`config.mk`:
```
export PLATFORM = sky130hd
export DESIGN_NAME = intt_sdf_top
export DESIGN_NICKNAME = d
export VERILOG_FILES = /design/src/rtl/intt_sdf_top.sv
export SDC_FILE = /design/constraint.sdc
export NUM_CORES = 2
export LEC_CHECK = 0
export CAP_MARGIN = 20
export CELL_PAD_IN_SITES_DETAIL_PLACEMENT = 1
export CELL_PAD_IN_SITES_GLOBAL_PLACEMENT = 1
export CORE_MARGIN = 5
export CORE_UTILIZATION = 54
export DETAILED_ROUTE_END_ITERATION = 8
export GPL_TIMING_DRIVEN = 1
export PLACE_DENSITY_LB_ADDON = 0.1
export SYNTH_ARGS = -nofsm -noshare
export SYNTH_HDL_FRONTEND = slang
export SYNTH_SLANG_ARGS = --single-unit
```
`constraint.sdc`:
```
create_clock -name clk -period 34.1 [get_ports clk]
set_input_delay 3.41 -clock clk [delete_from_list [all_inputs] [get_ports clk]]
set_output_delay 3.41 -clock clk [all_outputs]
set_load 0.02 [all_outputs]
```
`src/rtl/intt_sdf_top.sv`:
```
// 8-point inverse NTT over Z_7681: three radix-2 SDF stages (Gentleman-Sande
// butterflies, depths 1/2/4) followed by an n^-1 scaling multiplier.
// Input is the bit-reversed forward-NTT stream; output is natural order.
module intt_sdf_top #(
    parameter int unsigned DATA_WIDTH = 64,
    parameter int unsigned MODULO     = 7681,
    parameter int unsigned N_INV      = 6721
) (
    input  logic                  clk,
    input  logic                  rst_n,
    input  logic                  start,
    input  logic [DATA_WIDTH-1:0] intt_in,
    output logic [DATA_WIDTH-1:0] intt_out,
    output logic                  out_valid,
    output logic                  done_tick,
    output logic                  busy
);

    localparam int unsigned RW   = 13;
    localparam int unsigned TAGS = 10;

    typedef logic [RW-1:0] res_t;

    localparam res_t        Q         = RW'(MODULO);
    localparam res_t        NINV      = RW'(N_INV);
    // floor(2^26 / q) for Barrett reduction of 26-bit products
    localparam logic [13:0] BARRETT_M = 14'((64'd1 << 26) / 64'(MODULO));

    // psi^-k twiddles (valid for q = 7681 only)
    localparam res_t W_M1 = 13'd7098;
    localparam res_t W_M5 = 13'd1728;
    localparam res_t W_M3 = 13'd6832;
    localparam res_t W_M7 = 13'd527;
    localparam res_t W_M2 = 13'd1925;
    localparam res_t W_M6 = 13'd6468;
    localparam res_t W_M4 = 13'd3383;

    function automatic res_t add_mod(input res_t a, input res_t b);
        logic [RW:0] s;
        s = {1'b0, a} + {1'b0, b};
        if (s >= {1'b0, Q}) s = s - {1'b0, Q};
        return RW'(s);
    endfunction

    function automatic res_t sub_mod(input res_t a, input res_t b);
        logic [RW:0] d;
        d = {1'b0, a} - {1'b0, b};
        if (a < b) d = d + {1'b0, Q};
        return RW'(d);
    endfunction

    // Barrett estimate is at most one short, so r < 2q before correction
    function automatic res_t mul_mod(input res_t a, input res_t b);
        logic [25:0] p;
        logic [39:0] pm;
        logic [13:0] qe;
        logic [25:0] r;
        p  = 26'(a) * 26'(b);
        pm = 40'(p) * 40'(BARRETT_M);
        qe = 14'(pm >> 26);
        r  = p - 26'(qe) * 26'(Q);
        if (r >= 26'(Q)) r = r - 26'(Q);
        if (r >= 26'(Q)) r = r - 26'(Q);
        return RW'(r);
    endfunction

    typedef enum logic [0:0] {StIdle, StRun} state_e;

    state_e      state_q, state_d;
    logic [2:0]  cnt_q, cnt_d;
    logic        in_valid;
    logic [2:0]  in_idx;
    // {valid, index} of each input sample, delayed to align with later stages
    logic [3:0]  tag_q [TAGS];

    res_t        x_in;
    res_t        dl1_q, dl1_d, s1_q, s1_d, w1;
    res_t        dl2_q [2];
    res_t        dl2_d, s2_q, s2_d, w2;
    logic [2:0]  idx2;
    res_t        dl3_q [4];
    res_t        dl3_d, s3_q, s3_d;
    logic [2:0]  idx3;
    res_t        out_q;
    logic        out_valid_q, done_q;
    logic        unused_in_hi;

    assign x_in         = intt_in[RW-1:0];
    assign unused_in_hi = ^intt_in[DATA_WIDTH-1:RW];

    // Frame counter: accept sample 0 on start when idle or at the frame's last slot
    always_comb begin
        state_d  = state_q;
        cnt_d    = cnt_q;
        in_valid = 1'b0;
        in_idx   = 3'd0;
        if (state_q == StRun && cnt_q != 3'd7) begin
            in_valid = 1'b1;
            in_idx   = cnt_q + 3'd1;
        end else if (start) begin
            in_valid = 1'b1;
        end
        if (in_valid) begin
            state_d = StRun;
            cnt_d   = in_idx;
        end else begin
            state_d = StIdle;
            cnt_d   = 3'd0;
        end
    end

    // Control state register
    always_ff @(posedge clk) begin
        if (!rst_n) begin
            state_q <= StIdle;
            cnt_q   <= 3'd0;
        end else begin
            state_q <= state_d;
            cnt_q   <= cnt_d;
        end
    end

    assign busy = (state_q == StRun) && (cnt_q != 3'd7);

    // Stage 1 (t=1): idle slots carry index 0, so they always flush in fill mode
    always_comb begin
        case (in_idx[2:1])
            2'd0:    w1 = W_M1;
            2'd1:    w1 = W_M5;
            2'd2:    w1 = W_M3;
            default: w1 = W_M7;
        endcase
        if (in_idx[0]) begin
            s1_d  = add_mod(dl1_q, x_in);
            dl1_d = mul_mod(sub_mod(dl1_q, x_in), w1);
        end else begin
            s1_d  = dl1_q;
            dl1_d = x_in;
        end
    end

    // Stage 2 (t=2)
    always_comb begin
        idx2 = tag_q[1][2:0];
        w2   = idx2[2] ? W_M6 : W_M2;
        if (idx2[1]) begin
            s2_d  = add_mod(dl2_q[1], s1_q);
            dl2_d = mul_mod(sub_mod(dl2_q[1], s1_q), w2);
        end else begin
            s2_d  = dl2_q[1];
            dl2_d = s1_q;
        end
    end

    // Stage 3 (t=4)
    always_comb begin
        idx3 = tag_q[4][2:0];
        if (idx3[2]) begin
            s3_d  = add_mod(dl3_q[3], s2_q);
            dl3_d = mul_mod(sub_mod(dl3_q[3], s2_q), W_M4);
        end else begin
            s3_d  = dl3_q[3];
            dl3_d = s2_q;
        end
    end

    // Delay lines, stage registers, scaling and output flags
    always_ff @(posedge clk) begin
        if (!rst_n) begin
            for (int i = 0; i < int'(TAGS); i++) tag_q[i] <= 4'd0;
            dl1_q <= '0;
            for (int i = 0; i < 2; i++) dl2_q[i] <= '0;
            for (int i = 0; i < 4; i++) dl3_q[i] <= '0;
            s1_q        <= '0;
            s2_q        <= '0;
            s3_q        <= '0;
            out_q       <= '0;
            out_valid_q <= 1'b0;
            done_q      <= 1'b0;
        end else begin
            tag_q[0] <= {in_valid, in_idx};
            for (int i = 1; i < int'(TAGS); i++) tag_q[i] <= tag_q[i-1];
            dl1_q    <= dl1_d;
            dl2_q[0] <= dl2_d;
            dl2_q[1] <= dl2_q[0];
            dl3_q[0] <= dl3_d;
            for (int i = 1; i < 4; i++) dl3_q[i] <= dl3_q[i-1];
            s1_q        <= s1_d;
            s2_q        <= s2_d;
            s3_q        <= s3_d;
            out_q       <= mul_mod(s3_q, NINV);
            out_valid_q <= tag_q[TAGS-1][3];
            done_q      <= tag_q[TAGS-1][3] && (tag_q[TAGS-1][2:0] == 3'd7);
        end
    end

    assign intt_out  = {{(DATA_WIDTH-RW){1'b0}}, out_q};
    assign out_valid = out_valid_q;
    assign done_tick = done_q;

endmodule

```
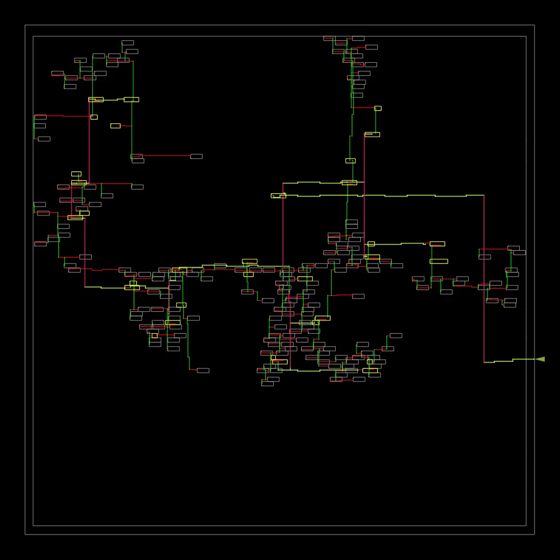
**Above:** the clock network.
Late-Pin Clk Latency: 0.51 ns
seq_cells: 188
Final Skew: 0.0164 ns

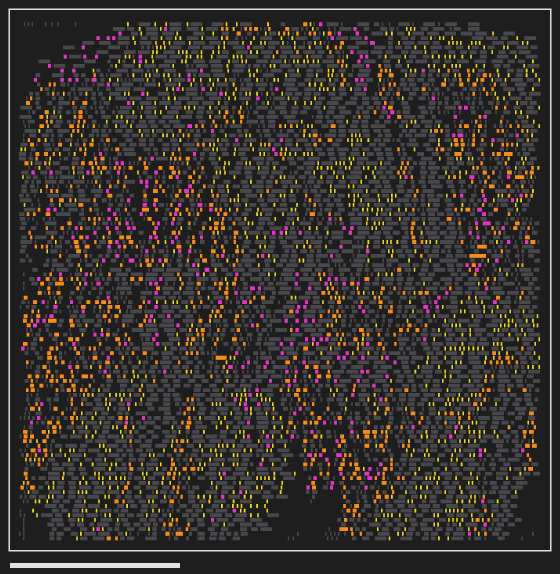
**Above:** logic cells by family.
Scale bar: 100 um.
Key: orange = aoi and oai cells [cells 839, where widely spread]; magenta = and/or cells [cells 325, where widely spread]; yellow = inv cells [cells 1165, where widely spread]

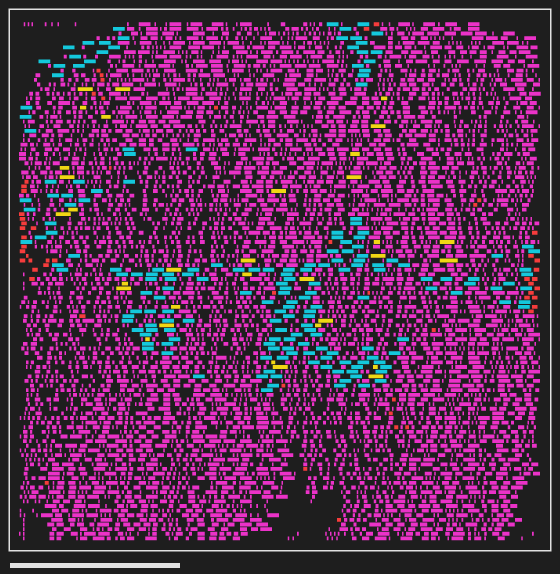
**Above:** cell classes on the final placement.
Scale bar: 100 um.
Key: cyan = registers [cells 188, share of their area 7.3%]; magenta = remaining logic cells [cells 5743, share of their area 90%]; yellow = clock drivers and dummy loads [cells 32, share of their area 1.2%]; red = remaining buffers and delay cells [cells 56, share of their area 0.96%]

==> impl_metrics.json <==
{
  "worstReg2RegStart": "dl1_q[1]",
  "antenna_found_initial": 0,
  "worst-path-stages": 84,
  "met3_length_um": 3990,
  "die_area_um2": 101000,
  "portBuffers": 31,
  "io_pins": 134,
  "dp_hpwl_um": 125000,
  "postLayoutCoreUtil": 0.566,
  "top_layer": "met4",
  "synth_top_area_share": 0.264,
  "finalSetupViolCount": 0,
  "synthArstFlopShare": 0,
  "whs_path_depth": 1,
  "start_kind": "input port",
  "holdCritStartpoint": "dl3_q[0][36]",
  "grt-busiest-layer": "met2",
  "nNetsFinal": 7648,
  "cts_tree": "done",
  "synth_seq_share": 0.0739,
  "fp_util": 0.545,
  "slew_headroom": 0.257,
  "ctsHoldBuffers": 0,
  "core_um2": 93500,
  "first_pass_iters": 5,
  "cp_num_buf_inv": 11,
  "min_period_ns": 26.02,
  "met2_usage": 0.514,
  "cp-end-kind": "register",
  "grt.met1_usage": 0.374,
  "critPathSlowestCell": "xor2_1",
  "status": "finished, final reports clean",
  "max_slew.worst_pin.slew_ns": 1.11,
  "yosysWarnings": 0,
  "crit_path_frequent_cell": "o21ai_0",
  "root_buffer": "clkbuf_16",
  "synthesis.area_um2": 50900,
  "drv_slew": 0,
  "die_w_um": 317,
  "stdcell_area_um2": 52900,
  "num_vias": 41500,
  "clock.fmax_ghz": 0.0384,
  "hold_class": "register to register",
  "rsz0062_at_grt": "no",
  "worstReg2RegEnd": "dl1_q[4]",
  "synth.distinct_cells": 107,
  "hold_violations": 0,
  "nFillCells": 11500,
  "syn_area_per_cell_um2": 8.42,
  "fin_cells": 7274,
  "yosys-top-cells-area": "ha_1, fa_1, inv_1",
  "synth_flops": 188,
  "r2r_cells": 82,
  "hold_end": "dl3_q[0][49]",
  "rows": 112,
  "grt_pass1_vias": 45000,
  "warnings": 154,
  "ys_area_um2": 50900,
  "drtIter0Drc": 1917,
  "worstPathRequired_ns": 34.53,
  "setup_tns_ns": 0,
  "die_h_um": 317,
  "cpLargestDelayFamily": "AND-OR/OR-AND gates",
  "mostFrequentLayoutCell": "inv_1",
  "vias_per_cell": 5.71,
  "grt_max_degree": 62,
  "clock-sinks": 188,
  "netlist_instances": 6052,
  "area_growth_pct": 3.96,
  "reg2reg_slack_ns": 11.27,
  "cts_inserted_buffers": 17,
  "common_cells": "inv_1, ha_1, fa_1",
  "wl_met2_um": 71100,
  "drive_gt1_frac": 0.0251,
  "routed_wl_um": 143000,
  "path_clk_slew_ns": 0.08,
  "synth-edff-count": 0,
  "ys_cells": 6052,
  "gp_congestion": 0.895,
  "grt_first_pass_wirelength_um": 234000,
  "yosysTopAreaCell": "ha_1",
  "final-comb-area_um2": 42100,
  "wl_met1_um": 64800,
  "h-tree-depth": 4,
  "ant_nets": 0,
  "cts_resized": 0,
  "drc": 0,
  "gr-usage-all-layers": 0.285,
  "regArea_um2": 3760,
  "grt-ovfl-total": 0,
  "place_ws_ns": 7.98,
  "crit_arrival_ns": 26.45,
  "top_cell": "inv_1",
  "crit_path_end": "dl1_q[4]",
  "slowest_delay_ns": 0.74,
  "cap_violations": 0,
  "postCtsSetupBuffers": 0,
  "critPathLaunch": "intt_in[1]",
  "met3_usage": 0.0235,
  "layout_setup_ws_ns": 8.08,
  "flop_cell": "dfxtp_1",
  "crit_fanout": 9,
  "placed_cell_area_um2": 52300,
  "path_class": "input port to register",
  "fin_crit_sh": 0.763,
  "whs_ns": 0.437,
  "clockBufferDepth": 2,
  "wl_per_cell_um": 19.7,
  "place_inst": 7238,
  "lay_top_cells": "inv_1, ha_1, fa_1"
}
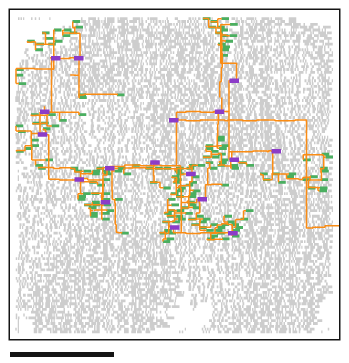
**Above:** clock distribution.
Scale bar: 100 um.
Key: purple = clock-net drivers [count 17]; orange = clock wires [length 3040 um]; green = flip-flops [count 188]
There are 18 routed clock nets.

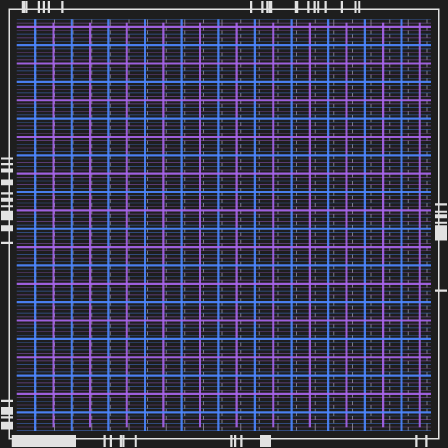
**Above:** floorplan with the power grid.
Pins as bars on the die edge. Tap cells in gray.
Key: blue = VSS; purple = VDD
134 signal pins sit on the boundary. The core has 112 rows. 1254 tap cells. 113 met1 rails follow the rows. 22 straps on met5.

[final cells by class]
cell class                      count  area share
Tap cell                         1254      0.0296
Clock inverter                     15     0.00395
Antenna cell                        1   0.0000473
Inverter                         1165      0.0826
Sequential cell                   188      0.0711
Clock buffer                       17     0.00803
Timing Repair Buffer               56     0.00929
Multi-Input combinational cell   4578       0.795
[registers in the layout, summed over array words and instances, names as in the netlist, 13 cells and up]
signal	cells
s1_q	13
dl2_q	26
dl1_q	13
s2_q	13
tag_q	40
s3_q	13
dl3_q	52
out_q	13
[kinds of logic after synthesis]
family | synth area share
AOI/OAI and AO/OA | 0.143
xor gates and xnor gates | 0.0715
adders and majority gates | 0.461
buffers and inverters | 0.103
DFF | 0.0739
muxes | 0.00926
other | 0.000147
and+or+nand+nor | 0.139
